==> run_1/ff_map.png <==
Scale: 2 px per um.
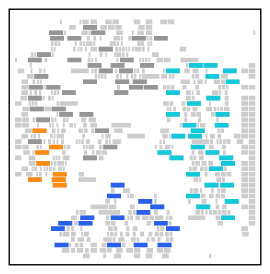
==> run_1/layers.png <==
Scale: 2 px per um.
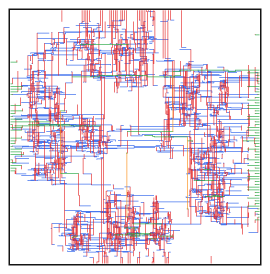
==> run_1/congestion_map.png <==
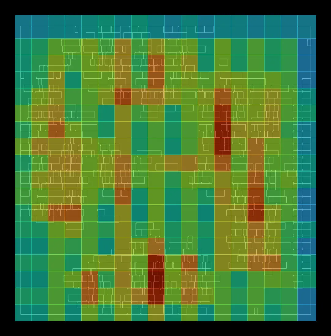
[config.mk]
export PLATFORM = sky130hd
export DESIGN_NAME = instr_sequencer
export DESIGN_NICKNAME = d
export VERILOG_FILES = /design/src/rtl/seq_pkg.sv /design/src/rtl/instr_decoder.sv /design/src/rtl/instr_sequencer.sv
export SDC_FILE = /design/constraint.sdc
export NUM_CORES = 1
export LEC_CHECK = 0
export CAP_MARGIN = 10
export CORE_AREA = 2 2 123 125
export DETAILED_ROUTE_END_ITERATION = 10
export DIE_AREA = 0 0 125 127
export PLACE_DENSITY = 0.64
export SYNTH_ARGS = -nofsm -noshare
export SYNTH_HDL_FRONTEND = slang
export SYNTH_HIERARCHICAL = 1
export SYNTH_SLANG_ARGS = --single-unit
[constraint.sdc]
create_clock -name clk_i -period 5.8 [get_ports clk_i]
set_input_delay 0.58 -clock clk_i [delete_from_list [all_inputs] [get_ports clk_i]]
set_output_delay 0.58 -clock clk_i [all_outputs]
set_load 0.1 [all_outputs]
[src/rtl/seq_pkg.sv]
// Shared types and constants for the instruction sequencer: FSM states, opcodes,
// ALU select encodings and instruction field positions.
package seq_pkg;

  typedef enum logic [2:0] {
    StIdle,
    StFetch,
    StDecode,
    StExec,
    StWb,
    StHalt
  } state_e;

  localparam logic [7:0] OP_LOADI = 8'h00;
  localparam logic [7:0] OP_MOV   = 8'h01;
  localparam logic [7:0] OP_ADD   = 8'h02;
  localparam logic [7:0] OP_SUB   = 8'h03;
  localparam logic [7:0] OP_AND   = 8'h04;
  localparam logic [7:0] OP_OR    = 8'h05;
  localparam logic [7:0] OP_HALT  = 8'hFF;

  localparam logic [2:0] ALU_PASS = 3'b000;
  localparam logic [2:0] ALU_ADD  = 3'b001;
  localparam logic [2:0] ALU_AND  = 3'b010;
  localparam logic [2:0] ALU_OR   = 3'b011;

  localparam int unsigned OPCODE_LSB = 24;
  localparam int unsigned DEST_LSB   = 16;
  localparam int unsigned SRC1_LSB   = 8;
  localparam int unsigned SRC2_LSB   = 0;
  localparam int unsigned IMM_LSB    = 0;

endpackage

[src/rtl/instr_decoder.sv]
// Combinational opcode decoder; the sequencer registers its outputs while in DECODE.
module instr_decoder
  import seq_pkg::*;
(
  input  logic [7:0] opcode_i,
  output logic [2:0] alu_select_o,
  output logic       imm_sel_o,
  output logic       neg_sel_o,
  output logic       writes_rf_o,
  output logic       is_halt_o,
  output logic       is_illegal_o
);

  always_comb begin
    alu_select_o = ALU_PASS;
    imm_sel_o    = 1'b0;
    neg_sel_o    = 1'b0;
    writes_rf_o  = 1'b1;
    is_halt_o    = 1'b0;
    is_illegal_o = 1'b0;
    case (opcode_i)
      OP_LOADI: imm_sel_o = 1'b1;
      OP_MOV:   alu_select_o = ALU_PASS;
      OP_ADD:   alu_select_o = ALU_ADD;
      OP_SUB: begin
        // Subtraction is an add of the negated second operand.
        alu_select_o = ALU_ADD;
        neg_sel_o    = 1'b1;
      end
      OP_AND:   alu_select_o = ALU_AND;
      OP_OR:    alu_select_o = ALU_OR;
      OP_HALT: begin
        writes_rf_o = 1'b0;
        is_halt_o   = 1'b1;
      end
      default: begin
        writes_rf_o  = 1'b0;
        is_illegal_o = 1'b1;
      end
    endcase
  end

endmodule

[src/rtl/instr_sequencer.sv]
// Multi-cycle fetch/decode/execute/writeback control FSM for the 8-bit datapath.
// Optional ILLEGAL_TRAP_EN: illegal opcodes halt and set a sticky flag instead of acting as NOPs.
module instr_sequencer
  import seq_pkg::*;
#(
  parameter int unsigned     PC_W     = 32,
  parameter logic [PC_W-1:0] RESET_PC = '0,
  parameter int unsigned     PC_STEP  = 4
) (
  input  logic            clk_i,
  input  logic            reset_i,
  input  logic            run_i,
  output logic            imem_req_o,
  output logic [PC_W-1:0] imem_addr_o,
  input  logic            imem_valid_i,
  input  logic [31:0]     imem_rdata_i,
  output logic [2:0]      rf_out1_addr_o,
  output logic [2:0]      rf_out2_addr_o,
  output logic [2:0]      rf_in_addr_o,
  output logic            rf_we_o,
  output logic [2:0]      alu_select_o,
  output logic            imm_sel_o,
  output logic            neg_sel_o,
  output logic [7:0]      imm_value_o,
  output logic [PC_W-1:0] pc_o,
  output logic            busy_o,
  output logic            halted_o,
  output logic            illegal_o,
  output logic [15:0]     instr_count_o
);

  localparam logic [15:0] CountMax = 16'hFFFF;

  state_e          state_q, state_d;
  logic [PC_W-1:0] pc_q, pc_d;
  logic [15:0]     count_q, count_d;

  // Instruction register keeps only the fields that matter.
  logic [7:0] ir_op_q, ir_op_d;
  logic [2:0] ir_dest_q, ir_dest_d;
  logic [2:0] ir_src1_q, ir_src1_d;
  logic [2:0] ir_src2_q, ir_src2_d;
  logic [7:0] ir_imm_q, ir_imm_d;

  logic [2:0] alu_q, alu_d;
  logic       imm_sel_q, imm_sel_d;
  logic       neg_sel_q, neg_sel_d;
  logic       wr_q, wr_d;
  logic [2:0] dest_q, dest_d;
  logic [2:0] src1_q, src1_d;
  logic [2:0] src2_q, src2_d;
  logic [7:0] imm_q, imm_d;

  logic [2:0] dec_alu;
  logic       dec_imm_sel, dec_neg_sel, dec_writes_rf, dec_is_halt, dec_is_illegal;

  logic unused_rdata;
  assign unused_rdata = ^{imem_rdata_i[23:19], imem_rdata_i[15:11]};

  instr_decoder u_decoder (
    .opcode_i     (ir_op_q),
    .alu_select_o (dec_alu),
    .imm_sel_o    (dec_imm_sel),
    .neg_sel_o    (dec_neg_sel),
    .writes_rf_o  (dec_writes_rf),
    .is_halt_o    (dec_is_halt),
    .is_illegal_o (dec_is_illegal)
  );

`ifdef ILLEGAL_TRAP_EN
  logic illegal_q, illegal_d;
`endif

  always_comb begin
    state_d   = state_q;
    pc_d      = pc_q;
    count_d   = count_q;
    ir_op_d   = ir_op_q;
    ir_dest_d = ir_dest_q;
    ir_src1_d = ir_src1_q;
    ir_src2_d = ir_src2_q;
    ir_imm_d  = ir_imm_q;
    alu_d     = alu_q;
    imm_sel_d = imm_sel_q;
    neg_sel_d = neg_sel_q;
    wr_d      = wr_q;
    dest_d    = dest_q;
    src1_d    = src1_q;
    src2_d    = src2_q;
    imm_d     = imm_q;
`ifdef ILLEGAL_TRAP_EN
    illegal_d = illegal_q;
`endif
    case (state_q)
      StIdle: begin
        if (run_i) state_d = StFetch;
      end
      StFetch: begin
        if (imem_valid_i) begin
          ir_op_d   = imem_rdata_i[OPCODE_LSB +: 8];
          ir_dest_d = imem_rdata_i[DEST_LSB +: 3];
          ir_src1_d = imem_rdata_i[SRC1_LSB +: 3];
          ir_src2_d = imem_rdata_i[SRC2_LSB +: 3];
          ir_imm_d  = imem_rdata_i[IMM_LSB +: 8];
          state_d   = StDecode;
        end
      end
      StDecode: begin
        alu_d     = dec_alu;
        imm_sel_d = dec_imm_sel;
        neg_sel_d = dec_neg_sel;
        wr_d      = dec_writes_rf;
        dest_d    = ir_dest_q;
        src1_d    = ir_src1_q;
        src2_d    = ir_src2_q;
        imm_d     = ir_imm_q;
        if (dec_is_halt) begin
          state_d = StHalt;
        end else if (dec_is_illegal) begin
`ifdef ILLEGAL_TRAP_EN
          illegal_d = 1'b1;
          state_d   = StHalt;
`else
          // Retired as a NOP: wr_d is already low from the decoder.
          state_d = StWb;
`endif
        end else begin
          state_d = StExec;
        end
      end
      StExec: begin
        state_d = StWb;
      end
      StWb: begin
        pc_d = pc_q + PC_W'(PC_STEP);
        if (count_q != CountMax) count_d = count_q + 16'd1;
        state_d = run_i ? StFetch : StIdle;
      end
      StHalt: begin
        state_d = StHalt;
      end
      default: begin
        state_d = StIdle;
      end
    endcase
  end

  always_ff @(posedge clk_i) begin
    if (reset_i) begin
      state_q   <= StIdle;
      pc_q      <= RESET_PC;
      count_q   <= '0;
      ir_op_q   <= '0;
      ir_dest_q <= '0;
      ir_src1_q <= '0;
      ir_src2_q <= '0;
      ir_imm_q  <= '0;
      alu_q     <= ALU_PASS;
      imm_sel_q <= 1'b0;
      neg_sel_q <= 1'b0;
      wr_q      <= 1'b0;
      dest_q    <= '0;
      src1_q    <= '0;
      src2_q    <= '0;
      imm_q     <= '0;
`ifdef ILLEGAL_TRAP_EN
      illegal_q <= 1'b0;
`endif
    end else begin
      state_q   <= state_d;
      pc_q      <= pc_d;
      count_q   <= count_d;
      ir_op_q   <= ir_op_d;
      ir_dest_q <= ir_dest_d;
      ir_src1_q <= ir_src1_d;
      ir_src2_q <= ir_src2_d;
      ir_imm_q  <= ir_imm_d;
      alu_q     <= alu_d;
      imm_sel_q <= imm_sel_d;
      neg_sel_q <= neg_sel_d;
      wr_q      <= wr_d;
      dest_q    <= dest_d;
      src1_q    <= src1_d;
      src2_q    <= src2_d;
      imm_q     <= imm_d;
`ifdef ILLEGAL_TRAP_EN
      illegal_q <= illegal_d;
`endif
    end
  end

`ifdef ILLEGAL_TRAP_EN
  assign illegal_o = illegal_q;
`else
  assign illegal_o = 1'b0;
`endif

  assign imem_req_o     = (state_q == StFetch);
  assign imem_addr_o    = pc_q;
  assign pc_o           = pc_q;
  // Gating with reset keeps a write from escaping when reset lands on WB.
  assign rf_we_o        = (state_q == StWb) && wr_q && !reset_i;
  assign rf_out1_addr_o = src1_q;
  assign rf_out2_addr_o = src2_q;
  assign rf_in_addr_o   = dest_q;
  assign alu_select_o   = alu_q;
  assign imm_sel_o      = imm_sel_q;
  assign neg_sel_o      = neg_sel_q;
  assign imm_value_o    = imm_q;
  assign busy_o         = (state_q != StIdle) && (state_q != StHalt);
  assign halted_o       = (state_q == StHalt);
  assign instr_count_o  = count_q;

endmodule

==> Implementation_results.wiki, run 1 <==
== Implementation results ==
{| class="wikitable"
! Metric !! Value
|-
| Fraction of the mapped netlist area in compound gates || 15.2%
|-
| Outcome || finished clean
|-
| Count of clock tree sinks || 91
|-
| Netlist area before placement || 4290 um^2
|-
| Max-cap violation count || 0
|-
| Overall power consumption || 1.37 mW
|-
| Number of standard cells after synthesis || 533
|-
| Relative area of clock buffers and inverters in the final design || 5.13%
|-
| Post-CTS Hold Fix Bufs || 0
|-
| Number of optimization iterations in the first detailed-route pass || 4
|-
| Placement Rows || 44
|-
| Global route total overflow || 0
|-
| Placement Cell Area || 5420 um^2
|-
| Tally of non-filler cells in the final layout || 796
|-
| Clock network power consumption || 0.583 mW
|-
| Most instantiated cells after synthesis || 106 x nand2_1, 91 x dfxtp_1, 77 x a21oi_1, 39 x buf_4, 25 x clkbuf_1
|-
| Clock Buffer Count || 10
|-
| Maximum level of the CTS H-tree || 3
|-
| Max reg flops || 30
|-
| Switching share of total power || 25.5%
|-
| Cts bufs inserted || 9
|-
| Initial DRC Count || 203
|-
| Power share of the combinational group || 10.0%
|-
| Combinational fraction of the cell area || 35.8%
|-
| Starting utilization of the core area || 29.8%
|-
| Detail Route met2 WL || 5120 um
|-
| Uppermost layer routed || met4
|-
| Multi-input comb cells || 369
|-
| Worst-case setup margin in the final layout || 2.02 ns
|-
| Sequential share of cell area || 31.9%
|-
| VDD IR max || 0.000124 V
|-
| Estimated wirelength of the detail-placed design || 7440 um
|-
| Global route hottest layer || met2
|-
| Synth async-reset ratio || 0%
|-
| Post-placement worst setup slack || 2.42 ns
|-
| Slew Limit Fails || 0
|-
| Largest net degree at the start of global routing || 95
|-
| Number of well-tap cells placed || 184
|-
| Routed length on met1 || 4990 um
|-
| Most used standard cell by instance count after synthesis || nand2_1
|-
| Number of sequential storage elements || 91
|-
| Endpoint required time on the critical path || 5.22 ns
|-
| Sequential logic power || 0.649 mW
|-
| Vertical die size || 127 um
|-
| Fraction of power consumed by sequential logic || 47.4%
|-
| Number of global-route vias before repair || 3,657
|-
| Width of the die || 125 um
|}
About ff_map.png:
`ir_op_q` -> orange  # sequential cells 8
`imem_addr_o` -> cyan  # sequential cells 30
`instr_count_o` -> blue  # sequential cells 16
not colored = 37

About layers.png:
M4 -> orange  # wire length 129 um
M3 -> green  # wire length 635 um
M2 -> red  # wire length 5,120 um
M1 -> blue  # wire length 4,990 um

About congestion_map.png:
Tot GR Track Use: 13.4%
met3 track utilization from global routing: 3.35%
Global Route met1 Usage: 16.5%

run 1: cell usage in the layout, fill, tap and decap left out, types with 13 or more instances in the layout:
cell type / synthesis / layout
a21oi_1: 77 / 77
or3_1: 14 / 14
o31ai_1: 15 / 15
o21ai_0: 13 / 13
or4_1: 20 / 20
nor2_1: 17 / 17
dfxtp_1: 91 / 91
nand4_1: 20 / 20
nand2_1: 106 / 106
clkdlybuf4s50_1: 0 / 126
run 1: worst paths after layout:
| check | from | endpoint | slack (ns) | depth (start not counted) |
|---|---|---|---|---|
| worst max-delay path | state_q[2] | rf_we_o | 2.02 | 3 |
| worst max register to register | state_q[2] | instr_count_o[13] | 3.19 | 4 |
| worst min-delay path | wr_q | wr_q | 0.45 | 2 |
| worst min register to register | wr_q | wr_q | 0.45 | 2 |
==> run 2: changes to the inputs <==
Settings changed: PLACE_DENSITY 0.64 to 0.66.
Clock period 5.8 ns to 3.2 ns, I/O delays scaled along.
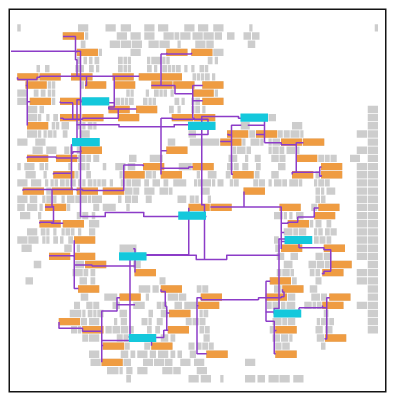
(run_2/clock_wires.png)
Scale: 3 px per um.
flip-flops -> orange  # count 91
clock wires -> purple  # length 1,200 um
clock-net drivers -> cyan  # count 9
routed clock nets = 10
flops lie = spread over the die

==> Implementation_results.wiki, run 2 <==
== Implementation results ==
{| class="wikitable"
! Metric !! Value
|-
| Number of optimization iterations in the first detailed-route pass || 4 (unchanged)
|-
| Switching share of total power || 28.0% (+2.5 points)
|-
| Count of clock tree sinks || 91 (unchanged)
|-
| Worst-case setup margin in the final layout || 0.665 ns (-1.36 ns)
|-
| Met3 track utilization from global routing || 3.89% (+0.54 points)
|-
| Combinational fraction of the cell area || 36.1% (+0.22 points)
|-
| Outcome || finished clean
|-
| Max reg flops || 30 (unchanged)
|-
| Power share of the combinational group || 10.1% (about the same)
|-
| Detail Route met2 WL || 5020 um (-1.9%)
|-
| Placement Rows || 44 (unchanged)
|-
| Setup slack of the most critical reg-to-reg path || 0.73 ns (-2.46 ns)
|-
| Global Route met1 Usage || 17.3% (+0.80 points)
|-
| Hold path cells || 2 (unchanged)
|-
| Depth of the most critical reg-to-reg path || 4 (unchanged)
|-
| Sequential share of cell area || 31.9% (+0.042 points)
|-
| Vertical die size || 127 um (unchanged)
|-
| Initial DRC Count || 247 (+22%)
|-
| Termination of the worst setup path || rf_we_o
|-
| Beginning of the worst register-to-register path || state_q[2]
|-
| Most used standard cell by instance count after synthesis || nand2_1
|-
| Cts bufs inserted || 9 (unchanged)
|-
| Hold Crit Endpoint || rf_out1_addr_o[2]
|-
| Sequential logic power || 1.18 mW (+82%)
|-
| Number of global-route vias before repair || 3,686 (+0.79%)
|-
| Clock network power consumption || 1.04 mW (+78%)
|-
| Uppermost layer routed || met4
|-
| Overall power consumption || 2.47 mW (+80%)
|-
| Number of well-tap cells placed || 184 (unchanged)
|-
| Multi-input comb cells || 369 (unchanged)
|-
| Global route hottest layer || met2
|-
| Maximum level of the CTS H-tree || 3 (unchanged)
|-
| Number of sequential storage elements || 91 (unchanged)
|-
| Worst Setup SP || state_q[2]
|-
| Routed length on met1 || 4930 um (-1.1%)
|-
| Endpoint of the lowest-slack register-to-register path || instr_count_o[12]
|-
| Start point of the worst hold path || ir_src1_q[2]
|-
| Relative area of clock buffers and inverters in the final design || 5.16% (+0.029 points)
|}
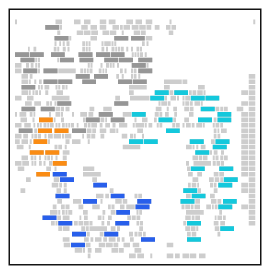
(run_2/ff_map.png)
Scale: 2 px per um.
`instr_count_o` -> blue  # sequential cells 16
`imem_addr_o` -> cyan  # sequential cells 30, where right middle
`ir_op_q` -> orange  # sequential cells 8, where left middle

[run 2: cells by family (layout without fill, tap and decap cells)]
| logic type | count (synthesis) | in the layout | synth area share, % |
|---|---|---|---|
| AND/OR/NAND/NOR | 230 | 230 | 27.8 |
| AND-OR/OR-AND | 116 | 116 | 15.2 |
| adder cells (fa/ha/maj) | 2 | 2 | 0.583 |
| XOR/XNOR | 11 | 11 | 2.24 |
| multiplexers | 4 | 4 | 1.05 |
| other | 2 | 6 | 0.175 |
| buffers and inverters | 77 | 156 | 10.5 |
| flip-flops | 91 | 91 | 42.4 |
[run 2: critical path, cell delays in order, from the launching register on]
cell and delay, ns:
dfxtp_1 0.63, or3b_2 0.65, nor3b_2 0.26, buf_4 0.33
No activity file was given, so power comes from the tool's default toggle rates.
